$ cat src/rtl/mips_ctrl_pkg.sv
// Shared encodings for the multi-cycle MIPS-subset control unit:
// opcodes, functs, ALU codes, FSM states, mux selects, instruction classes.
package mips_ctrl_pkg;

    localparam logic [5:0] OP_RTYPE  = 6'h00;
    localparam logic [5:0] OP_REGIMM = 6'h01;
    localparam logic [5:0] OP_J      = 6'h02;
    localparam logic [5:0] OP_JAL    = 6'h03;
    localparam logic [5:0] OP_BEQ    = 6'h04;
    localparam logic [5:0] OP_BNE    = 6'h05;
    localparam logic [5:0] OP_BGTZ   = 6'h07;
    localparam logic [5:0] OP_ADDI   = 6'h08;
    localparam logic [5:0] OP_ADDIU  = 6'h09;
    localparam logic [5:0] OP_SLTI   = 6'h0A;
    localparam logic [5:0] OP_ANDI   = 6'h0C;
    localparam logic [5:0] OP_ORI    = 6'h0D;
    localparam logic [5:0] OP_LW     = 6'h23;
    localparam logic [5:0] OP_SW     = 6'h2B;

    localparam logic [5:0] FN_SLL  = 6'h00;
    localparam logic [5:0] FN_SRL  = 6'h02;
    localparam logic [5:0] FN_SRA  = 6'h03;
    localparam logic [5:0] FN_JR   = 6'h08;
    localparam logic [5:0] FN_MUL  = 6'h18;
    localparam logic [5:0] FN_ADD  = 6'h20;
    localparam logic [5:0] FN_ADDU = 6'h21;
    localparam logic [5:0] FN_SUB  = 6'h22;
    localparam logic [5:0] FN_SUBU = 6'h23;
    localparam logic [5:0] FN_AND  = 6'h24;
    localparam logic [5:0] FN_OR   = 6'h25;
    localparam logic [5:0] FN_NOR  = 6'h27;
    localparam logic [5:0] FN_SLT  = 6'h2A;

    // REGIMM rt field selecting bgez
    localparam logic [4:0] RT_BGEZ = 5'd1;

    typedef enum logic [3:0] {
        ALU_AND  = 4'd0,
        ALU_OR   = 4'd1,
        ALU_ADD  = 4'd2,
        ALU_SUB  = 4'd3,
        ALU_SLT  = 4'd4,
        ALU_NOR  = 4'd5,
        ALU_SLL  = 4'd6,
        ALU_SRL  = 4'd7,
        ALU_SRA  = 4'd8,
        ALU_LUI  = 4'd9,
        ALU_MUL  = 4'd10,
        ALU_ADDU = 4'd11,
        ALU_SUBU = 4'd12
    } alu_op_e;

    typedef enum logic [2:0] {
        S_FETCH    = 3'd0,
        S_DECODE   = 3'd1,
        S_EXEC     = 3'd2,
        S_MUL_WAIT = 3'd3,
        S_MEM      = 3'd4,
        S_WB       = 3'd5,
        S_TRAP     = 3'd6
    } state_e;

    typedef enum logic [1:0] {
        DEST_RT = 2'd0,
        DEST_RD = 2'd1,
        DEST_RA = 2'd2
    } dest_e;

    typedef enum logic [1:0] {
        PCS_ALU    = 2'd0,
        PCS_BRANCH = 2'd1,
        PCS_JUMP   = 2'd2,
        PCS_RS     = 2'd3
    } pc_src_e;

    typedef enum logic [1:0] {
        SRCB_RT   = 2'd0,
        SRCB_FOUR = 2'd1,
        SRCB_SEXT = 2'd2,
        SRCB_ZEXT = 2'd3
    } src_b_e;

    typedef enum logic [3:0] {
        CL_RTYPE = 4'd0,
        CL_MUL   = 4'd1,
        CL_JR    = 4'd2,
        CL_IMM_S = 4'd3,
        CL_IMM_Z = 4'd4,
        CL_LW    = 4'd5,
        CL_SW    = 4'd6,
        CL_BEQ   = 4'd7,
        CL_BNE   = 4'd8,
        CL_BGEZ  = 4'd9,
        CL_BGTZ  = 4'd10,
        CL_J     = 4'd11,
        CL_JAL   = 4'd12
    } cls_e;

    // Second ALU operand used while the instruction executes / writes back
    function automatic src_b_e exec_src_b(input cls_e c);
        case (c)
            CL_IMM_Z:               return SRCB_ZEXT;
            CL_IMM_S, CL_LW, CL_SW: return SRCB_SEXT;
            default:                return SRCB_RT;
        endcase
    endfunction

endpackage

$ cat src/rtl/mips_decode.sv
// Combinational decoder: latched opcode/funct/rt -> instruction class,
// ALU code and legal flag. Ports: opcode, funct, rt in; cls, alu, legal out.
module mips_decode
    import mips_ctrl_pkg::*;
(
    input  logic [5:0] opcode,
    input  logic [5:0] funct,
    input  logic [4:0] rt,
    output logic [3:0] cls,
    output logic [3:0] alu,
    output logic       legal
);

    always_comb begin
        cls   = CL_RTYPE;
        alu   = ALU_ADD;
        legal = 1'b1;
        case (opcode)
            OP_RTYPE: begin
                case (funct)
                    FN_SLL:  alu = ALU_SLL;
                    FN_SRL:  alu = ALU_SRL;
                    FN_SRA:  alu = ALU_SRA;
                    FN_ADD:  alu = ALU_ADD;
                    FN_ADDU: alu = ALU_ADDU;
                    FN_SUB:  alu = ALU_SUB;
                    FN_SUBU: alu = ALU_SUBU;
                    FN_AND:  alu = ALU_AND;
                    FN_OR:   alu = ALU_OR;
                    FN_NOR:  alu = ALU_NOR;
                    FN_SLT:  alu = ALU_SLT;
                    FN_JR:   cls = CL_JR;
                    FN_MUL: begin
                        cls = CL_MUL;
                        alu = ALU_MUL;
                    end
                    default: legal = 1'b0;
                endcase
            end
            OP_REGIMM: begin
                cls   = CL_BGEZ;
                alu   = ALU_SUB;
                legal = (rt == RT_BGEZ);
            end
            OP_J:   cls = CL_J;
            OP_JAL: cls = CL_JAL;
            OP_BEQ: begin
                cls = CL_BEQ;
                alu = ALU_SUB;
            end
            OP_BNE: begin
                cls = CL_BNE;
                alu = ALU_SUB;
            end
            OP_BGTZ: begin
                cls = CL_BGTZ;
                alu = ALU_SUB;
            end
            OP_ADDI: cls = CL_IMM_S;
            OP_ADDIU: begin
                cls = CL_IMM_S;
                alu = ALU_ADDU;
            end
            OP_SLTI: begin
                cls = CL_IMM_S;
                alu = ALU_SLT;
            end
            OP_ANDI: begin
                cls = CL_IMM_Z;
                alu = ALU_AND;
            end
            OP_ORI: begin
                cls = CL_IMM_Z;
                alu = ALU_OR;
            end
            OP_LW:   cls = CL_LW;
            OP_SW:   cls = CL_SW;
            default: legal = 1'b0;
        endcase
    end

endmodule

$ cat src/rtl/multicycle_controller.sv
// Multi-cycle FSM control unit: FETCH/DECODE/EXEC/MUL_WAIT/MEM/WB/TRAP.
// In: CLOCK, RESET_N, instruction, zero, neg, MEM_READY. Out: datapath enables/selects, BUSY, ILLEGAL.
module multicycle_controller
    import mips_ctrl_pkg::*;
#(
    parameter int ALU_W      = 5,
    parameter int MUL_CYCLES = 4
) (
    input  logic             CLOCK,
    input  logic             RESET_N,
    input  logic [31:0]      instruction,
    input  logic             zero,
    input  logic             neg,
    input  logic             MEM_READY,
    output logic             PC_W,
    output logic             IR_W,
    output logic             MEM_R,
    output logic             MEM_W,
    output logic             REG_W,
    output logic [1:0]       DEST,
    output logic             MEM_TO_REG,
    output logic             ALU_SRC_A,
    output logic [1:0]       ALU_SRC_B,
    output logic [1:0]       PC_SRC,
    output logic [ALU_W-1:0] ALU,
    output logic             BUSY,
    output logic             ILLEGAL
);

    state_e     state, state_n;
    logic [3:0] cnt, cnt_n;
    logic [5:0] op_q, fn_q;
    logic [4:0] rt_q;

    logic [3:0] dec_cls, dec_alu;
    logic       legal;
    cls_e       cls;
    alu_op_e    op_alu;

    alu_op_e    alu_sel;
    dest_e      dest_sel;
    pc_src_e    pcs_sel;
    src_b_e     srcb_sel;
    logic       take;

    logic       unused_bits;
    assign unused_bits = ^{instruction[25:21], instruction[15:6]};

    mips_decode u_dec (
        .opcode (op_q),
        .funct  (fn_q),
        .rt     (rt_q),
        .cls    (dec_cls),
        .alu    (dec_alu),
        .legal  (legal)
    );

    assign cls    = cls_e'(dec_cls);
    assign op_alu = alu_op_e'(dec_alu);

    always_ff @(posedge CLOCK or negedge RESET_N) begin
        if (!RESET_N) begin
            state <= S_FETCH;
            cnt   <= '0;
            op_q  <= '0;
            fn_q  <= '0;
            rt_q  <= '0;
        end else begin
            state <= state_n;
            cnt   <= cnt_n;
            // rt is kept too so the bgez check never looks at stale bus data
            if (state == S_FETCH && MEM_READY) begin
                op_q <= instruction[31:26];
                fn_q <= instruction[5:0];
                rt_q <= instruction[20:16];
            end
        end
    end

    always_comb begin
        case (cls)
            CL_BEQ:  take = zero;
            CL_BNE:  take = !zero;
            CL_BGEZ: take = !neg;
            CL_BGTZ: take = !neg && !zero;
            default: take = 1'b0;
        endcase
    end

    always_comb begin
        state_n    = state;
        cnt_n      = cnt;
        PC_W       = 1'b0;
        IR_W       = 1'b0;
        MEM_R      = 1'b0;
        MEM_W      = 1'b0;
        REG_W      = 1'b0;
        MEM_TO_REG = 1'b0;
        ALU_SRC_A  = 1'b0;
        dest_sel   = DEST_RT;
        pcs_sel    = PCS_ALU;
        srcb_sel   = SRCB_RT;
        alu_sel    = ALU_ADD;
        unique case (state)
            S_FETCH: begin
                MEM_R    = 1'b1;
                srcb_sel = SRCB_FOUR;
                // reset holds the capture strobes low even if memory is ready
                if (MEM_READY && RESET_N) begin
                    IR_W    = 1'b1;
                    PC_W    = 1'b1;
                    state_n = S_DECODE;
                end
            end
            S_DECODE: begin
                srcb_sel = SRCB_SEXT;
                if (!legal) begin
                    state_n = S_TRAP;
                end else begin
                    case (cls)
                        CL_J: begin
                            PC_W    = 1'b1;
                            pcs_sel = PCS_JUMP;
                            state_n = S_FETCH;
                        end
                        CL_JAL: begin
                            PC_W     = 1'b1;
                            pcs_sel  = PCS_JUMP;
                            REG_W    = 1'b1;
                            dest_sel = DEST_RA;
                            state_n  = S_FETCH;
                        end
                        CL_JR: begin
                            PC_W    = 1'b1;
                            pcs_sel = PCS_RS;
                            state_n = S_FETCH;
                        end
                        default: state_n = S_EXEC;
                    endcase
                end
            end
            S_EXEC: begin
                ALU_SRC_A = 1'b1;
                srcb_sel  = exec_src_b(cls);
                alu_sel   = op_alu;
                case (cls)
                    CL_BEQ, CL_BNE, CL_BGEZ, CL_BGTZ: begin
                        PC_W    = take;
                        pcs_sel = take ? PCS_BRANCH : PCS_ALU;
                        state_n = S_FETCH;
                    end
                    CL_MUL: begin
                        if (MUL_CYCLES > 1) begin
                            cnt_n   = 4'(MUL_CYCLES - 1);
                            state_n = S_MUL_WAIT;
                        end else begin
                            state_n = S_WB;
                        end
                    end
                    CL_LW, CL_SW: state_n = S_MEM;
                    default:      state_n = S_WB;
                endcase
            end
            S_MUL_WAIT: begin
                ALU_SRC_A = 1'b1;
                alu_sel   = ALU_MUL;
                if (cnt <= 4'd1) begin
                    cnt_n   = '0;
                    state_n = S_WB;
                end else begin
                    cnt_n = cnt - 4'd1;
                end
            end
            S_MEM: begin
                ALU_SRC_A = 1'b1;
                srcb_sel  = SRCB_SEXT;
                MEM_R     = (cls == CL_LW);
                MEM_W     = (cls == CL_SW);
                if (MEM_READY) begin
                    state_n = (cls == CL_SW) ? S_FETCH : S_WB;
                end
            end
            S_WB: begin
                ALU_SRC_A  = 1'b1;
                srcb_sel   = exec_src_b(cls);
                alu_sel    = op_alu;
                REG_W      = 1'b1;
                MEM_TO_REG = (cls == CL_LW);
                if (cls == CL_RTYPE || cls == CL_MUL) begin
                    dest_sel = DEST_RD;
                end
                state_n = S_FETCH;
            end
            S_TRAP: state_n = S_TRAP;
            default: state_n = S_FETCH;
        endcase
    end

    assign DEST      = dest_sel;
    assign PC_SRC    = pcs_sel;
    assign ALU_SRC_B = srcb_sel;
    assign ALU       = ALU_W'(alu_sel);
    assign BUSY      = (state != S_FETCH);
    assign ILLEGAL   = (state == S_TRAP);

endmodule
$ cat config.mk
export PLATFORM = sky130hd
export DESIGN_NAME = multicycle_controller
export DESIGN_NICKNAME = d
export VERILOG_FILES = /design/src/rtl/mips_ctrl_pkg.sv /design/src/rtl/mips_decode.sv /design/src/rtl/multicycle_controller.sv
export SDC_FILE = /design/constraint.sdc
export NUM_CORES = 1
export LEC_CHECK = 0
export CAP_MARGIN = 20
export CORE_MARGIN = 2
export CORE_UTILIZATION = 25
export DETAILED_ROUTE_END_ITERATION = 6
export HOLD_SLACK_MARGIN = 0.06
export SYNTH_ARGS = -nofsm -noshare
export SYNTH_HDL_FRONTEND = slang
export SYNTH_SLANG_ARGS = --single-unit
$ cat constraint.sdc
create_clock -name CLOCK -period 2.69 [get_ports CLOCK]
set_clock_uncertainty 0.05 [all_clocks]
set_input_delay 0.538 -clock CLOCK [delete_from_list [all_inputs] [get_ports CLOCK]]
set_output_delay 0.538 -clock CLOCK [all_outputs]
set_load 0.03 [all_outputs]
==> impl_metrics.yaml <==
# flow metrics
status:
  result_of_the_run: "finished, violations left"
  failed_checks: "negative setup slack"
clock_tree:
  cts.clk_slew.worst_paths_ns: 0.09
  root_buffer_cell: "sky130_fd_sc_hd__clkbuf_8"
  cts_htree_levels: 1
  clock_tree_from_tritoncts: "yes"
  post-cts-setup-buffers: 7
worst_setup_path:
  worst-path-stages: 7
  reg2reg_slack_ns: 0.32
  critical_path.endpoint_type: "primary output"
  critPathLaunchType: "flip-flop"
  crit_arrival_ns: 2.22
power:
  power_report.internal_total_mw: 1.83
  share_clk_of_total_power_pct: 9.8
  p_sw_mw: 1.39
  ir_drop_uv: 336
  group_with_the_largest_share_of_power: "combinational cells"
  total_leakage_power_nw: 1.25
sta:
  fin_ws_ns: -0.122
  timing.final.setup_violations: 5
  maxClockFrequency_mhz: 356
  slew_viol_final: 0
detailed_routing:
  detail_route.vias_per_cell: 4.94
  detail_route.first_pass.iterations: 4
  detail_route.iter0.violations: 92
layout:
  clockBufferCount: 3
  layout_top_cell_excl_fill_tap: "sky130_fd_sc_hd__buf_4"
  multiInputCombCellCount: 191
  layout.non_clock_buffers: 91
  buffer_area_share_pct: 27.0
  fillerInstances: 872
  largest_cell_class: "combinational gates"
  antenna_cells_inserted: 0
  ff_latch_area_um2: 602
grt:
  grt_util_all_layers_pct: 13.0
  via_count_of_the_first_global_routing_pass: 1988
  number_of_antenna_violations_at_the_first_check_in_global_routing: 0
  global_route.overflow_total: 0
place:
  place_hpwl_um: 4340
  gp_congestion: 0.848
synth:
  asyncSetResetFlopFracSynth_pct: 100
  synth.ff_latch_count: 24
  flip_flops_with_a_built_in_enable: 0
  synth.yosys.warnings: 0
  yosys_cells: 245
  multiplexer_area_fraction_after_synthesis_pct: 9.63
  synth-compound-area-share_pct: 20.3
  largest_area_cell: "sky130_fd_sc_hd__dfrtp_1"
  synth.comb.largest_family: "simple AND/OR/NAND/NOR gates"
floorplanning:
  row_count: 33
  floorplan.core_util_pct: 25.5
hold_path:
  worst_min_path_start: "rt_q[3]$_DFFE_PN0P_"
  worst_hold_path_type: "flip-flop to flip-flop"
run:
  max_cap_violations: 0
## metrics by stage
stage | instance area [um2] | power, mW | cells | hold WS (ns) | worst slack (ns)
global placement | 2740 | 2.62 | 413 | 0.433 | -0.209
detailed placement | 2740 | 2.65 | 413 | 0.443 | -0.257
global route | 2980 | 3.46 | 425 | 0.488 | -0.190
floorplan | 2070 | 2.02 | 245 | 0.192 | 0.0348
finish | 2980 | 3.21 | 425 | 0.459 | -0.122
CTS | 2930 | 3.14 | 423 | 0.464 | -0.0998
## registers in the layout, summed over array words and instances, names as in the netlist
register  flops
cnt           4
fn_q          6
op_q          6
rt_q          5
state         3
## per-layer routing
layer	global-route usage, %	vias up	wire, um
li1	-	1047	-
met1	17.5	1007	2670
met2	22.1	39	2900
met3	2.00	5	242
met4	2.66	0	44
met5	0	-	0
==> images/congestion_map.png <==
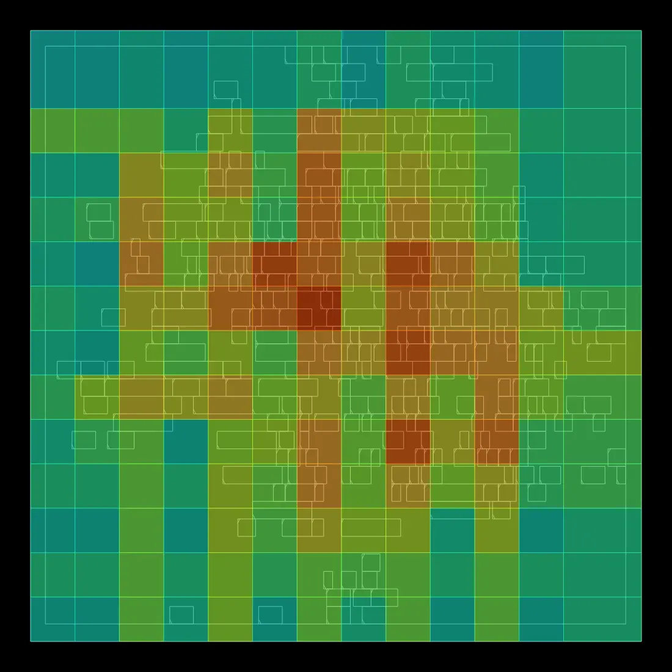
drt wl/cell: 13.8 um
met1 capacity usage during global routing: 17.5%

==> images/ff_map.png <==
Other sequential cells in the stronger grey, the rest of the logic in the fainter grey.
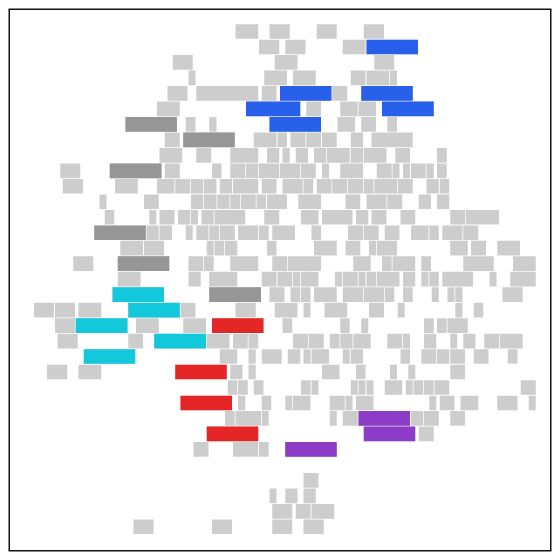
legend:
  blue:
    netlist_name: op_q
    sequential_cells: 6
  red:
    netlist_name: cnt
    sequential_cells: 4
  cyan:
    netlist_name: rt_q
    sequential_cells: 5
    where: west
  purple:
    netlist_name: state
    sequential_cells: 3
not coloured: 6

Power and IR drop assume default switching activity.
